Design spi_tx_master, sky130hd; sources not shown.
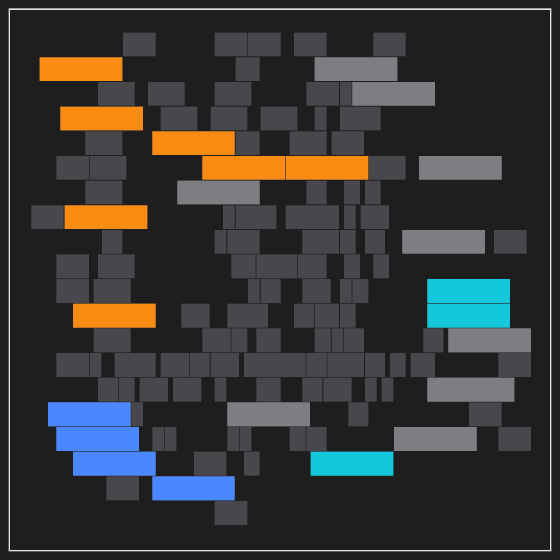
(images/ff_map.png)
Other sequential cells in the stronger gray, the rest of the logic in the fainter gray.
color	netlist name	placed flops
orange	sh_q	7
blue	cnt_q	4
cyan	state_q	3
Seq area share: 0.397
Core Util, Final: 0.484
Flop area: 577 um^2

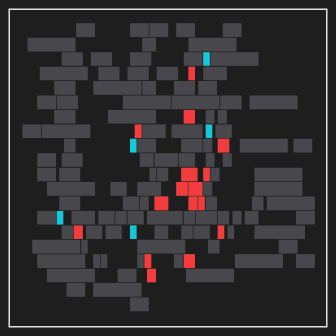
(images/gates.png)
color	family	cells
red	nand cells	16
cyan	inv cells	5
fin cells: 160
most frequent logic cell in the layout: dfrtp_1
Comb area share: 0.424

==> flow_summary.yaml <==
# synthesis and place-and-route metrics
run_status:
  status: "completed"
clock_network:
  cts_tree: "done"
  cts.clk_slew.worst_paths_ns: 0.12
  postCtsHoldBufs: 0
  clkSinkCount: 23
  cts_root_buf: "clkbuf_4"
  clkLatencyLatePin_ns: 0.30
  postCtsSetupBuffers: 0
  clk_path_buf_depth: 2
  cts_made_buffers: 3
sta:
  setup_viol: 0
  rsz0062_at_grt: "false"
  final_max_slew_viol_count: 0
  fmax_mhz: 459
  hold_viol: 0
  slew_headroom: 0.441
  setup-tns-final_ns: 0
  fin_ws_ns: 1.77
  min_period_ns: 2.18
  tightest_slew_ns: 0.838
  finalCritPeriodShare: 0.551
  holdWs_ns: 0.466
grt:
  grt_max_degree: 24
  grt_util_all_layers: 0.152
  met1_usage: 0.201
  grt_use_met3: 0.0328
  use_met2: 0.220
  grt_overflow: 0
  busiest_layer: "met2"
  grt_pass1_wl_mm: 3.91
  grt_pass1_vias: 867
route:
  dr.pass1.iters: 4
  ant_nets: 0
  wl_per_cell_um: 13.2
  avgViaCountPerCell: 5.38
  dr_total_vias: 861
  route.detailed.drc: 0
  wirelength_mm: 2.12
  drt_iter0_drc: 31
synth:
  yosysWarnings: 0
  synth_nets: 125
  top_area_cell: "dfrtp_1"
  yosys-stat-area_um2: 1230
  fa_ha_area_frac: 0.0304
  top_cell_area_share: 0.446
  ys_sh_mux: 0.152
  xor_share: 0.0284
  yosys_cells: 110
  synth.cell_area_um2: 1230
  synthAoiAreaFrac: 0.100
  synthTopCellsByArea: "dfrtp_1, mux2_2, nor2b_1"
  synth.distinct_cells: 34
  ys_seq_share: 0.467
  simple_gate_area_frac: 0.187
  avgSynthCellArea_um2: 11.2
  netlist_instances: 110
  ys.flops: 23
setup_path:
  worst-path-stages: 5
  critPathKind: "reg2reg"
  cpMaxStageDelayCell: "or3b_4"
  cp_num_buf_inv: 0
  crit_path_max_incr_delay_ns: 0.42
  worst_r2r_path_depth: 5
  path_max_fanout: 10
  crit_path_end_kind: "flop"
  required_ns: 4.15
  regToRegSetupSlack_ns: 1.77
  crit_path_start_kind: "flop"
  crit_family: "simple AND/OR/NAND/NOR gates"
  path_cells: "ha_1, nor3b_4, or3b_4, a21oi_4, mux2_2"
placement:
  gp_congestion: 0.745
  place_area_um2: 1420
  portBuffers: 17
  dp.final_hpwl_mm: 1.57
  post-place-cells: 156
  dp_slack_ns: 1.77
pwr:
  p_total_mw: 0.931
  powerDensity_nw_per_um2: 641
  power.leakage_nw: 0.575
  ir_worst_vdd_mv: 0.273
floorplan:
  fp_util: 0.411
  ioPinCount: 18
  design.core.area_um2: 3000
  die_h_um: 59.6
  dieArea_um2: 3550
  rows: 20
finish:
  n_antenna_cell: 0
  fin_area_um2: 1450
  drive_above_1_share: 0.197
  synthToLayoutAreaGrowth_pct: 17.6
  largest_reg_flops: 7
  combGateArea_um2: 616
  fillers: 298
  fin_nets: 143
  lay_top_cells: "dfrtp_1, clkdlybuf4s50_1, mux2_2, nor2b_1"
run:
  drv_cap: 0
hold_path:
  hold-path-cell-count: 1
  worst_hold_path_type: "reg2reg"
-- Yosys cell counts --
cell       n
dfrtp_1   22
mux2_2    14
nor2b_1    7
nand2_1    6
nor2_1     6
a21oi_1    5
inv_1      5
nand2b_1   4
o21ai_0    4
xnor2_1    4
ha_1       3
mux2i_1    3
nand3_1    3
clkbuf_1   2
nand3b_1   2
or3_1      2
a2111o_1   1
a21oi_4    1
a311oi_1   1
a31o_2     1
a32oi_1    1
and2_1     1
and4bb_2   1
buf_2      1
buf_6      1
dfstp_2    1
nand4b_1   1
nor3_1     1
nor3b_2    1
nor3b_4    1
o311ai_0   1
o31ai_1    1
o32ai_1    1
or3b_4     1
-- worst reg2reg max path, stage by stage (launching register included) --
cell and delay [ns]:
dfrtp_1 0.39, ha_1 0.27, nor3b_4 0.30, or3b_4 0.42, a21oi_4 0.32, mux2_2 0.38
-- cell families (layout without fill, tap and decap cells) --
kind of cell             after synthesis  after routing
flip-flops                            23             23
adder cells (fa/ha/maj)                3              3
AND-OR/OR-AND                         17             17
multiplexers                          17             17
XOR/XNOR                               4              4
AND/OR/NAND/NOR                       37             37
buffers and inverters                  9             26
-- layer usage --
layer | part of all wire | wire length, um | vias up
met4 | 0.0085 | 18 | 0
met3 | 0.023 | 49 | 2
met5 | 0 | 0 | -
met2 | 0.48 | 1020 | 10
li1 | - | - | 422
met1 | 0.49 | 1030 | 427
-- area by class of cell --
class / count / share of cell area
well taps: 33 / 0.0284
clock buffers: 4 / 0.0207
flip-flops and latches: 23 / 0.397
multi-input cells: 78 / 0.424
repair buffers: 17 / 0.117
inverters: 5 / 0.0129
-- power by group --
part           total [mW]  switching, mW  internal, mW
registers           0.414         0.0826         0.331
clock network       0.114         0.0674        0.0462
logic               0.403          0.171         0.232
total               0.931          0.321         0.610
Power and IR drop assume default switching activity.
